Fig. 1: a small window of the routed layout
Region (37, 2) to (67, 32) um. Cells in gray, sequential cells in the stronger gray; small squares are vias.
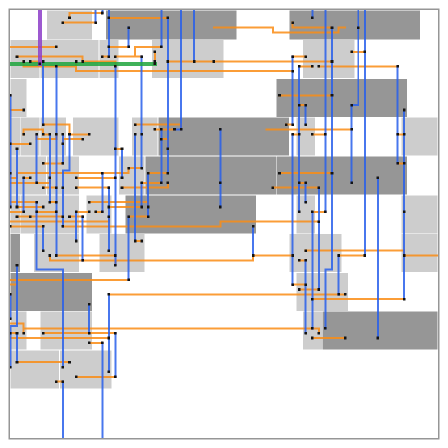
Fig. 2: routed clock nets over the placement
Scale bar: 20 um.
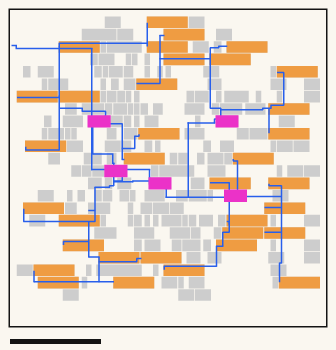
Fig. 3: M2 wires
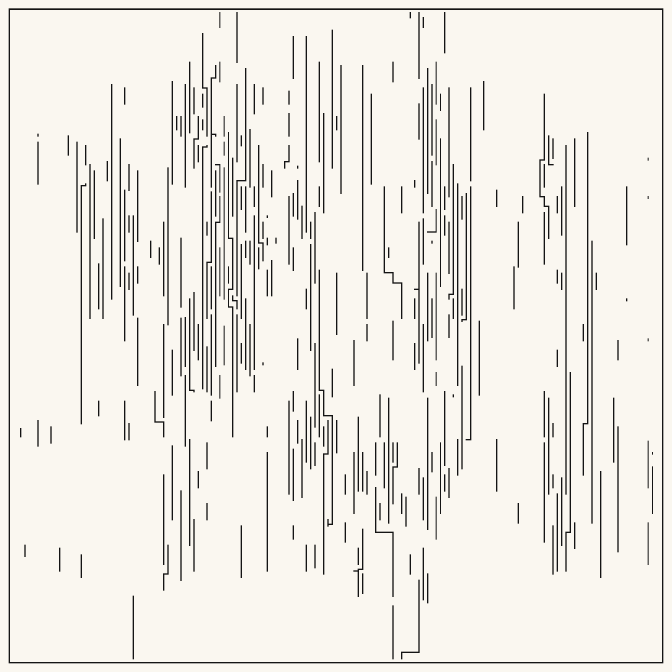
**src/rtl/div_mon_pkg.sv**
```systemverilog
// div_mon_pkg
// Shared definitions for the divided-clock monitor: the monitor state
// encoding and the default measurement constants for the nominal /9 path.
package div_mon_pkg;

    typedef enum logic [2:0] {
        IDLE      = 3'd0,
        WAIT_EDGE = 3'd1,
        ACQUIRE   = 3'd2,
        LOCKED    = 3'd3,
        FAULT     = 3'd4
    } mon_state_t;

    localparam int DEF_DIV_RATIO  = 9;
    localparam int DEF_HIGH_MIN   = 4;
    localparam int DEF_HIGH_MAX   = 5;
    localparam int DEF_LOCK_COUNT = 4;
    localparam int DEF_TIMEOUT    = 18;
    localparam int DEF_CNT_W      = 5;

endpackage

```
**src/rtl/div_edge_sync.sv**
```systemverilog
// div_edge_sync
// Brings an asynchronous divided clock into the clk domain and flags its
// rising edges.
//   clk     in   sampling clock
//   reset   in   asynchronous, active-high reset
//   div_in  in   divided clock, asynchronous to clk
//   div_s   out  synchronized level (two flops deep)
//   rise    out  one-cycle pulse on each synchronized rising edge
module div_edge_sync (
    input  logic clk,
    input  logic reset,
    input  logic div_in,
    output logic div_s,
    output logic rise
);

    logic sync_q1;
    logic div_d;

    always_ff @(posedge clk or posedge reset) begin
        if (reset) begin
            sync_q1 <= 1'b0;
            div_s   <= 1'b0;
            div_d   <= 1'b0;
        end else begin
            sync_q1 <= div_in;
            div_s   <= sync_q1;
            div_d   <= div_s;
        end
    end

    assign rise = div_s & ~div_d;

endmodule

```
**src/rtl/div_clk_monitor.sv**
```systemverilog
// div_clk_monitor
// Built-in self-check for the divide-by-N clock path. Measures the period
// and high time of the divided clock in clk cycles, declares lock after a
// run of good periods and raises sticky period/duty/timeout errors.
//   clk          in   monitor clock (divider source clock)
//   reset        in   asynchronous, active-high reset
//   enable       in   run; low returns to IDLE and clears status
//   clear_err    in   pulse; clears sticky errors and leaves FAULT
//   div_in       in   divided clock under test (asynchronous)
//   locked       out  in LOCKED state
//   fault        out  in FAULT state
//   err_period   out  sticky: bad period while LOCKED
//   err_duty     out  sticky: high count out of range while LOCKED
//   err_timeout  out  sticky: no rising edge for TIMEOUT cycles
//   last_period  out  last measured period
//   last_high    out  last measured high count
//
// state     | meaning
// IDLE      | disabled, counters and status cleared
// WAIT_EDGE | waiting for a first edge to start measuring from
// ACQUIRE   | counting consecutive good periods towards lock
// LOCKED    | lock declared; any bad period is a fault
// FAULT     | error latched; waits for clear_err
module div_clk_monitor
    import div_mon_pkg::*;
#(
    parameter int DIV_RATIO  = DEF_DIV_RATIO,
    parameter int HIGH_MIN   = DEF_HIGH_MIN,
    parameter int HIGH_MAX   = DEF_HIGH_MAX,
    parameter int LOCK_COUNT = DEF_LOCK_COUNT,
    parameter int TIMEOUT    = DEF_TIMEOUT,
    parameter int CNT_W      = DEF_CNT_W
) (
    input  logic             clk,
    input  logic             reset,
    input  logic             enable,
    input  logic             clear_err,
    input  logic             div_in,
    output logic             locked,
    output logic             fault,
    output logic             err_period,
    output logic             err_duty,
    output logic             err_timeout,
    output logic [CNT_W-1:0] last_period,
    output logic [CNT_W-1:0] last_high
);

    localparam int GW = $clog2(LOCK_COUNT + 1);

    localparam logic [CNT_W-1:0] RATIO_C   = CNT_W'(DIV_RATIO);
    localparam logic [CNT_W-1:0] HI_MIN_C  = CNT_W'(HIGH_MIN);
    localparam logic [CNT_W-1:0] HI_MAX_C  = CNT_W'(HIGH_MAX);
    localparam logic [CNT_W-1:0] TIMEOUT_C = CNT_W'(TIMEOUT);
    localparam logic [GW-1:0]    LOCK_LAST = GW'(LOCK_COUNT - 1);

    logic div_s;
    logic rise;

    mon_state_t       state, state_nx;
    logic [CNT_W-1:0] per_cnt;
    logic [CNT_W-1:0] hi_cnt;
    logic [GW-1:0]    good_cnt, good_nx;
    logic             err_period_nx, err_duty_nx, err_timeout_nx;
    logic             restart_cnt;
    logic             timeout_hit;
    logic             per_ok, hi_ok, period_good;
    logic             measure;

    div_edge_sync u_sync (
        .clk    (clk),
        .reset  (reset),
        .div_in (div_in),
        .div_s  (div_s),
        .rise   (rise)
    );

    // A coincident edge wins over the timeout.
    assign timeout_hit = (per_cnt == TIMEOUT_C) && !rise;
    assign per_ok      = (per_cnt == RATIO_C);
    assign hi_ok       = (hi_cnt >= HI_MIN_C) && (hi_cnt <= HI_MAX_C);
    assign period_good = per_ok && hi_ok;
    assign measure     = rise && ((state == ACQUIRE) || (state == LOCKED));

    always_comb begin
        state_nx       = state;
        good_nx        = good_cnt;
        err_period_nx  = err_period;
        err_duty_nx    = err_duty;
        err_timeout_nx = err_timeout;
        restart_cnt    = 1'b0;

        if (!enable) begin
            state_nx       = IDLE;
            good_nx        = '0;
            err_period_nx  = 1'b0;
            err_duty_nx    = 1'b0;
            err_timeout_nx = 1'b0;
        end else begin
            case (state)
                IDLE: begin
                    state_nx = WAIT_EDGE;
                    good_nx  = '0;
                end
                WAIT_EDGE: begin
                    if (rise) begin
                        state_nx = ACQUIRE;
                        good_nx  = '0;
                    end else if (timeout_hit) begin
                        state_nx       = FAULT;
                        err_timeout_nx = 1'b1;
                    end
                end
                ACQUIRE: begin
                    if (rise) begin
                        if (period_good) begin
                            good_nx = good_cnt + GW'(1);
                            if (good_cnt == LOCK_LAST) begin
                                state_nx = LOCKED;
                            end
                        end else begin
                            good_nx = '0;
                        end
                    end else if (timeout_hit) begin
                        state_nx       = FAULT;
                        err_timeout_nx = 1'b1;
                    end
                end
                LOCKED: begin
                    if (rise) begin
                        if (!period_good) begin
                            state_nx = FAULT;
                            if (!per_ok) err_period_nx = 1'b1;
                            if (!hi_ok)  err_duty_nx   = 1'b1;
                        end
                    end else if (timeout_hit) begin
                        state_nx       = FAULT;
                        err_timeout_nx = 1'b1;
                    end
                end
                FAULT: begin
                    // Counters keep running here, so a dead input that was
                    // flagged for another reason still earns err_timeout.
                    // An already-set err_timeout is not a new error, which
                    // lets clear_err leave FAULT with the input stuck.
                    if (clear_err) begin
                        err_period_nx = 1'b0;
                        err_duty_nx   = 1'b0;
                        if (timeout_hit && !err_timeout) begin
                            err_timeout_nx = 1'b1;
                        end else begin
                            err_timeout_nx = 1'b0;
                            state_nx       = WAIT_EDGE;
                            good_nx        = '0;
                            restart_cnt    = 1'b1;
                        end
                    end else if (timeout_hit && !err_timeout) begin
                        err_timeout_nx = 1'b1;
                    end
                end
                default: begin
                    state_nx = IDLE;
                    good_nx  = '0;
                end
            endcase
        end
    end

    always_ff @(posedge clk or posedge reset) begin
        if (reset) begin
            state       <= IDLE;
            locked      <= 1'b0;
            fault       <= 1'b0;
            per_cnt     <= '0;
            hi_cnt      <= '0;
            good_cnt    <= '0;
            err_period  <= 1'b0;
            err_duty    <= 1'b0;
            err_timeout <= 1'b0;
            last_period <= '0;
            last_high   <= '0;
        end else begin
            state       <= state_nx;
            locked      <= (state_nx == LOCKED);
            fault       <= (state_nx == FAULT);
            good_cnt    <= good_nx;
            err_period  <= err_period_nx;
            err_duty    <= err_duty_nx;
            err_timeout <= err_timeout_nx;

            // Leaving FAULT re-arms the timeout window from zero so that
            // WAIT_EDGE does not inherit a saturated count.
            if (!enable || (state == IDLE) || restart_cnt) begin
                per_cnt <= '0;
                hi_cnt  <= '0;
            end else if (rise) begin
                per_cnt <= CNT_W'(1);
                hi_cnt  <= CNT_W'(1);
            end else begin
                if (per_cnt != TIMEOUT_C) per_cnt <= per_cnt + CNT_W'(1);
                if (div_s && (hi_cnt != TIMEOUT_C)) hi_cnt <= hi_cnt + CNT_W'(1);
            end

            if (!enable) begin
                last_period <= '0;
                last_high   <= '0;
            end else if (measure) begin
                last_period <= per_cnt;
                last_high   <= hi_cnt;
            end
        end
    end

endmodule

```
**config.mk**
```make
export PLATFORM = sky130hd
export DESIGN_NAME = div_clk_monitor
export DESIGN_NICKNAME = d
export VERILOG_FILES = /design/src/rtl/div_mon_pkg.sv /design/src/rtl/div_edge_sync.sv /design/src/rtl/div_clk_monitor.sv
export SDC_FILE = /design/constraint.sdc
export NUM_CORES = 1
export LEC_CHECK = 0
export CAP_MARGIN = 20
export CORE_MARGIN = 1
export CORE_UTILIZATION = 41
export DETAILED_ROUTE_END_ITERATION = 16
export GPL_TIMING_DRIVEN = 0
export HOLD_SLACK_MARGIN = 0.08
export PLACE_DENSITY_LB_ADDON = 0.2
export SYNTH_ARGS = -nofsm -noshare
export SYNTH_HDL_FRONTEND = slang
export SYNTH_HIERARCHICAL = 1
export SYNTH_SLANG_ARGS = --single-unit
```
**constraint.sdc**
```tcl
create_clock -name clk -period 2.2 [get_ports clk]
set_input_delay 0.22 -clock clk [delete_from_list [all_inputs] [get_ports clk]]
set_output_delay 0.22 -clock clk [all_outputs]
set_load 0.01 [all_outputs]
```
==> run summary <==
run results: share of cells above drive strength 1=11.3%, Worst-path clk slew=0.07 ns, Top cell area share=45.8%, Floorplan Nets=191, setup slack at placement=0.0953 ns, dpl cells=248, Registers, synthesis=34, vias in the first global route=1419, dominant logic cell type in the layout=dfrtp_1, CTS tree=yes, grt total ovfl=0, FF-to-FF path depth=6, crit end category=register, Via Count=1398, Synth Area per Inst=10.5 um^2, Unique cell types=42, H-tree depth=2, maximum VDD drop=279 uV, die width=69.3 um, met1 GRT Util=21.7%, fraction of power consumed by sequential logic=49.2%, post-place instance area=2130 um^2, synthesized area=1860 um^2, fill count=393, run status=finished clean, reg-to-reg startpoint=u_sync/div_s, Late-Pin Clk Latency=0.28 ns, Post-CTS Setup Inserts=0, Synth Seq Share=45.8%, Pre-Place Util=42.7%, fin. max-slew vios=0, routed metal-1 wire length=1770 um, uppermost layer routed=met4, sequential-cell power consumption=0.646 mW, CP endpoint=state[0], met2 WL post-DR=1820 um, antenna cells=0, Iter 0 DRT Violations=88, # Max-Cap Violations=0, switching share of power=24.0%, OpenROAD warnings=32, Via density=5.46, initial antenna violation count=0, required time of the worst setup path=2.35 ns, Top pwr grp=sequential cells, headroom to the max-slew limit=63.8%, Reg2Reg Setup Slack=0.21 ns, Logic pwr share=9.3%, TritonCTS buffer count=5, design internal power=0.998 mW, pin count of the biggest net entering global routing=22, clock network power=0.544 mW, clk_skew=0.00396 ns, ys cells=177, total negative slack=0 ns, biggest area consumer among synthesized cells=dfrtp_1, final hold slack=0.131 ns, Top cells excl fill/tap=34 x dfrtp_1, 21 x nor2_1, 18 x clkdlybuf4s50_1, DRC=0, Rows=24
About Fig. 1:
[green] M3
[orange] M1
[purple] M4
[blue] M2
netlist names of flops here include: `last_high` (4), `hi_cnt` (3)
most frequent: dfrtp_1 (9), nor2_1 (5), clkdlybuf4s50_1 (5)
cells with their middle in the window: 38
sequential cells in the window: 9

About Fig. 2:
[magenta] clock-net drivers | count: 5
[orange] flip-flops | count: 34
[blue] clock wires | length: 491 um
routed clock nets: 6

About Fig. 3:
longest straight run: 37.1 um
wire length on this layer: 1820 um
share of all routed wire: 48%
nets with wire on the layer: 177

[worst max-delay path: stages, from the launching register on]
cell,delay [ns]
dfrtp_1,0.44
nor2b_4,0.16
clkbuf_1,0.36
buf_1,0.47
nor2_1,0.10
o221ai_1,0.19
o21ai_0,0.13
[cells by family (layout without fill, tap and decap cells)]
kind of cell,Yosys count,in the layout,synth area share [%]
buffers and inverters,19,46,4.24
AOI/OAI and AO/OA,29,29,12.6
DFF,34,34,45.8
adders and majority gates,9,9,6.06
xor gates and xnor gates,8,8,3.77
muxes,15,15,8.08
and+or+nand+nor,63,63,19.5
[sequential cells by signal, summed over array words and instances (netlist names)]
name / flops
per_cnt: 5
u_sync/sync_q1: 1
locked: 1
last_high: 5
good_cnt: 3
err_timeout: 1
u_sync/div_s: 1
hi_cnt: 5
last_period: 5
state: 3
err_period: 1
u_sync/div_d: 1
fault: 1
err_duty: 1
[Yosys cell counts, types with 2 or more instances]
cell,number
a21oi_1,8
nor2_1,21
inv_1,11
nor2b_1,2
o21ai_0,3
nor4_1,2
o21bai_1,2
dfrtp_1,34
clkbuf_1,3
nand4bb_1,3
o21ba_2,2
mux2i_1,15
a31oi_1,3
o221ai_1,2
nand4_1,3
buf_2,3
xor2_1,6
xnor2_1,2
nand3b_1,3
nand2_1,8
nand3_1,6
ha_1,9
nor3_1,7
[cell type report]
cell class / count / area [um^2] / area share [%]
multi-input cells: 124 / 931 / 41.5
flip-flops and latches: 34 / 851 / 37.9
repair buffers: 19 / 208 / 9.26
clock buffers: 8 / 110 / 4.91
well taps: 52 / 65.1 / 2.90
inverters: 11 / 41.3 / 1.84
plain buffers: 8 / 37.5 / 1.67
Power is estimated from default activity; no workload was simulated.
